==> images/wire_density.png <==
Scale bar: 20 um. 14 x 14 tiles, from dark purple (low) to yellow (high), scaled to the fullest tile. Values are wire area over tile area, all layers added.
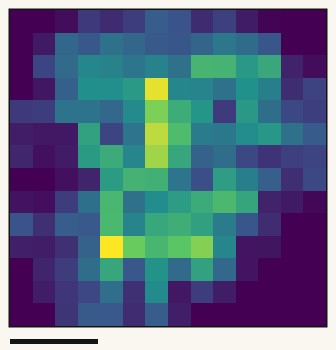
==> images/port_nets.png <==
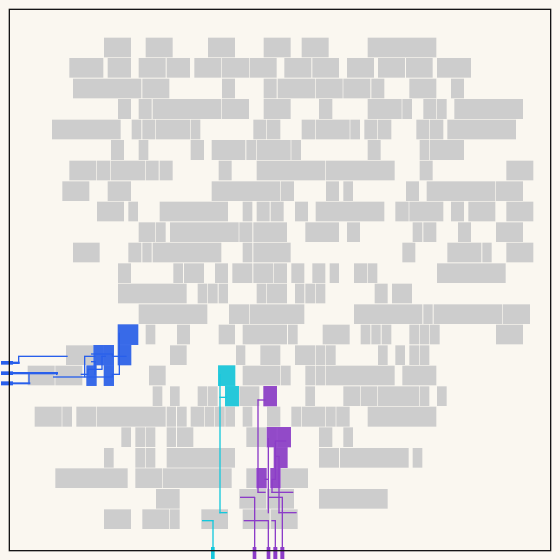
==> images/final_congestion.png <==
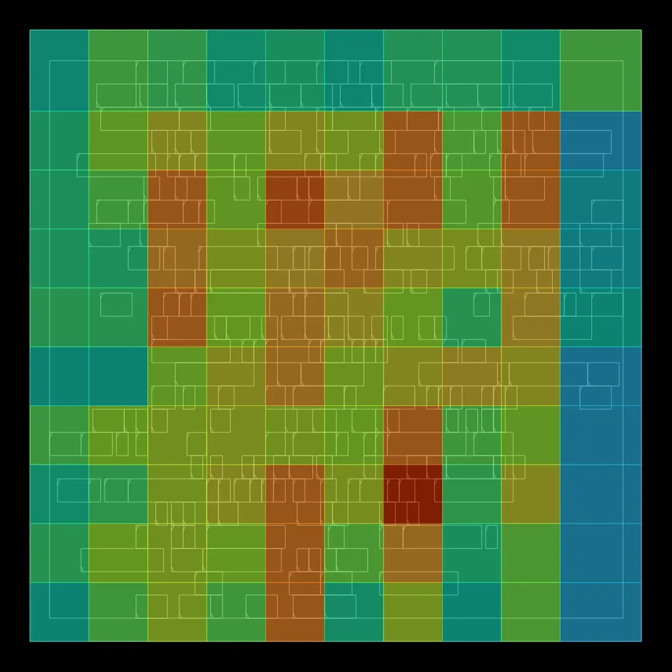
==> images/drive_strength.png <==
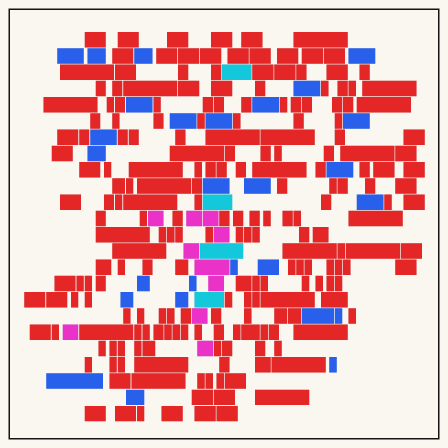
==> config.mk <==
export PLATFORM = sky130hd
export DESIGN_NAME = seq_shifter_flat
export DESIGN_NICKNAME = d
export VERILOG_FILES = /design/src/rtl/seq_shifter_if.sv /design/src/rtl/seq_shifter.sv /design/src/flat_wrapper.sv
export SDC_FILE = /design/constraint.sdc
export NUM_CORES = 1
export LEC_CHECK = 0
export ABC_AREA = 1
export CELL_PAD_IN_SITES_DETAIL_PLACEMENT = 0
export CELL_PAD_IN_SITES_GLOBAL_PLACEMENT = 1
export CORE_MARGIN = 2
export CORE_UTILIZATION = 36
export CTS_BUF_LIST = sky130_fd_sc_hd__clkbuf_2 sky130_fd_sc_hd__clkbuf_4 sky130_fd_sc_hd__clkbuf_8
export CTS_CLUSTER_SIZE = 14
export DETAILED_ROUTE_END_ITERATION = 16
export GPL_ROUTABILITY_DRIVEN = 0
export HOLD_SLACK_MARGIN = 0.05
export PLACE_DENSITY = 0.88
export SKIP_CTS_REPAIR_TIMING = 1
export SLEW_MARGIN = 30
export SYNTH_ARGS = -nofsm -noshare
export SYNTH_HDL_FRONTEND = slang
export SYNTH_SLANG_ARGS = --single-unit
==> constraint.sdc <==
create_clock -name clk -period 1.7 [get_ports clk]
set_input_delay 0.34 -clock clk [delete_from_list [all_inputs] [get_ports clk]]
set_output_delay 0.34 -clock clk [all_outputs]
set_load 0.005 [all_outputs]
==> out/qor.csv <==
metric;value;unit
worst-path cell chain;clkdlybuf4s50_1;
pin count of the biggest net entering global routing;32;
portion of total power attributed to sequential cells;27.6;%
violation count after the first detailed-route iteration;50;
maximum fanout along the worst path;2;
number of register bits inferred by synthesis;27;
root buf cell;sky130_fd_sc_hd__clkbuf_8;
# rows;24;
final setup violating endpoints;0;
slew margin rel.;76.2;%
yosys cell count;205;
H-tree depth reported by CTS;1;
biggest area consumer among synthesized cells;sky130_fd_sc_hd__dfrtp_1;
FF-to-FF path depth;8;
clock buffer count from CTS;3;
count of library flops with an enable pin;0;
count of yosys warnings during synthesis;0;
largest cells by area after synthesis;sky130_fd_sc_hd__dfrtp_1 40%, sky130_fd_sc_hd__a22oi_2 9.9%, sky130_fd_sc_hd__a21oi_1 7.9%;
number of iterations in the first detailed-routing pass;4;
mapped cell area;0.00165;sq mm
overall power;4.28;mW
count of tool warnings;27;
ANT cells;0;
data arrival time at the worst-slack endpoint;1.30;ns
clock transition at the registers of the reported paths;0.09;ns
asr flop ratio synth;100;%
total half-perimeter wirelength after legalization and detailed placement;2910;um
share of power burned in the clock network;9.1;%
total power divided by cell area;1910;mW/mm^2
Worst path max stage delay;0.54;ns
number of buffers between clock root and the deepest sink;2;
worst reg-to-reg setup slack;0.19;ns
Final min period;1.64;ns
clock latency of the later-clocked register in the worst-skew pair;0.28;ns
post-placement cell area;0.00218;sq mm
Hold Vio Cnt, Final;0;
Achievable Freq;608;MHz
Cell Int Power;2.39;mW
Net Sw Power;1.89;mW
final net count;284;
DIE WIDTH;71.6;um
logic gate share of total power;63.2;%
top cells by count;32 x sky130_fd_sc_hd__nand2_1, 31 x sky130_fd_sc_hd__inv_1, 26 x sky130_fd_sc_hd__a21oi_1, 26 x sky130_fd_sc_hd__dfrtp_1, 21 x sky130_fd_sc_hd__o21ai_0;
peak supply drop;627;uV
DRC errors left;0;
buffers plus inverters on the worst setup path;1;
Setup crit end kind;output pin;
initial core utilization;37.5;%
outcome;complete, no violations;
Top-area cell share;39.5;%
Netlist cell types;27;
Slowest-stage cell, CP;sky130_fd_sc_hd__dfstp_2;
routed via count divided by cell count;5.08;
global-route wire length before repair;6760;um
final number of max-transition violations;0;
main flop type;sky130_fd_sc_hd__dfrtp_1;
post-synthesis area per instance;8.03;sq um
leakage power total;1.02;nW
Top Family by Delay on Critical Path;flip-flops;
slew at the pin with the worst max-slew slack;0.356;ns
worst setup timing slack at the placement stage;0.0677;ns
number of flip-flops under the largest register name;16;
max-capacitance violation count;0;
post-route fraction of the period consumed by the critical path;96.7;%
Critical Setup Path Class;flop to output pin;
final-layout setup total negative slack;0;ns
count of antenna-violating nets left after detailed routing;0;
## Picture notes: wire_density.png
nearly empty tiles = 17%
fullest tile = 0.41
emptiest ninth of the die = bottom right
mean over tiles = 0.12
densest ninth of the die = middle
tiles over half the peak = 20%
drt wl/cell: 12.7 um
routed wire length: 3880 um
number of vias in the routed layout: 1554
gr usage total: 16.4%

## Picture notes: port_nets.png
blue -> bus_shift_op  # bits 3, direction input, edge left, end cells 6, buffers 3, wire 48.5 um
purple -> bus_shift_amt  # bits 4, direction input, edge bottom, end cells 6, buffers 4, wire 73.8 um
cyan -> bus_in_valid  # bits 1, direction input, edge bottom, end cells 2, buffers 1, wire 25.1 um
Port Buf Inserts: 45
Top Ports: 46

## Picture notes: final_congestion.png
global-route met2 utilization: 24.2%
post-route core utilization: 51.0%
met1 capacity usage during global routing: 24.2%
Most Used Layer, Global Route: met1
met3 routing resource usage after global routing: 1.83%

## Picture notes: drive_strength.png
cyan -> drive 6 and up  # cells 4, share 1.6%
blue -> drive 2  # cells 27, share 11%
red -> drive 1 or less  # cells 213, share 84%
magenta -> drive 3 to 4  # cells 10, share 3.9%
synthesis-to-finish area growth: 36.0%
non-clock buffer instance count of the final layout: 54
cell area after layout: 0.00224 sq mm

## cell families (layout without fill, tap and decap cells)
logic type	Yosys count	after routing	synth area share (%)
AOI/OAI and AO/OA	72	72	30.2
DFF	27	27	41.1
and+or+nand+nor	62	62	15.7
adders and majority gates	2	2	1.52
buffers and inverters	42	91	11.4
## final cells by class
type	count	area, sq um
clock buffer	4	48.8
fill	426	2150
inverter	33	124
multi-input combinational	136	792
sequential	27	677
tap	52	65.1
timing repair buffer	54	531
## placed cells by master (no fill, tap or decap)
cell                               n
sky130_fd_sc_hd__dfrtp_1          26
sky130_fd_sc_hd__o31ai_1           2
sky130_fd_sc_hd__inv_2             4
sky130_fd_sc_hd__nand2_2           2
sky130_fd_sc_hd__clkbuf_4          1
sky130_fd_sc_hd__nor2_2            1
sky130_fd_sc_hd__a21oi_4           1
sky130_fd_sc_hd__a21oi_1          25
sky130_fd_sc_hd__nand3_2           1
sky130_fd_sc_hd__clkdlybuf4s50_1  45
sky130_fd_sc_hd__buf_4             8
sky130_fd_sc_hd__nor3_1            1
sky130_fd_sc_hd__dfstp_2           1
sky130_fd_sc_hd__nand4_1           2
sky130_fd_sc_hd__buf_12            1
sky130_fd_sc_hd__a21oi_2           4
sky130_fd_sc_hd__o21ai_1           1
sky130_fd_sc_hd__inv_1            29
sky130_fd_sc_hd__ha_1              1
sky130_fd_sc_hd__nor2_1           15
sky130_fd_sc_hd__clkbuf_8          3
sky130_fd_sc_hd__o211ai_1          2
sky130_fd_sc_hd__a22oi_2          13
sky130_fd_sc_hd__o221ai_1          1
sky130_fd_sc_hd__or2_1             1
sky130_fd_sc_hd__o21ai_0          21
sky130_fd_sc_hd__a31oi_1           2
sky130_fd_sc_hd__ha_2              1
sky130_fd_sc_hd__nand2_1          32
sky130_fd_sc_hd__nand3_1           7
## per-stage QoR
stage               hold WS (ns)  util, %  std cells
floorplan                  0.392        -        205
global placement           0.456     49.7        302
detailed placement         0.460     49.7        302
CTS                        0.418     50.8        306
global route               0.462     51.0        306
finish                     0.406     51.0        306
## power by group through the flow
stage               Clock, mW  Combinational (mW)  Sequential, mW
detailed placement          0                2.69            1.20
floorplan                   0                1.82            1.17
global placement            0                2.65            1.20
CTS                     0.409                2.70            1.18
finish                  0.391                2.71            1.18
global route            0.431                3.07            1.23
## metal layers
layer	track usage, %	routed length (um)	up-vias	share of wire [%]
li1	-	-	785	-
met1	24.2	1910	728	49
met2	24.2	1790	34	46
met3	1.83	91	7	2.3
met4	7.34	91	0	2.3
met5	0	0	-	0
No activity file was given, so power comes from the tool's default toggle rates.
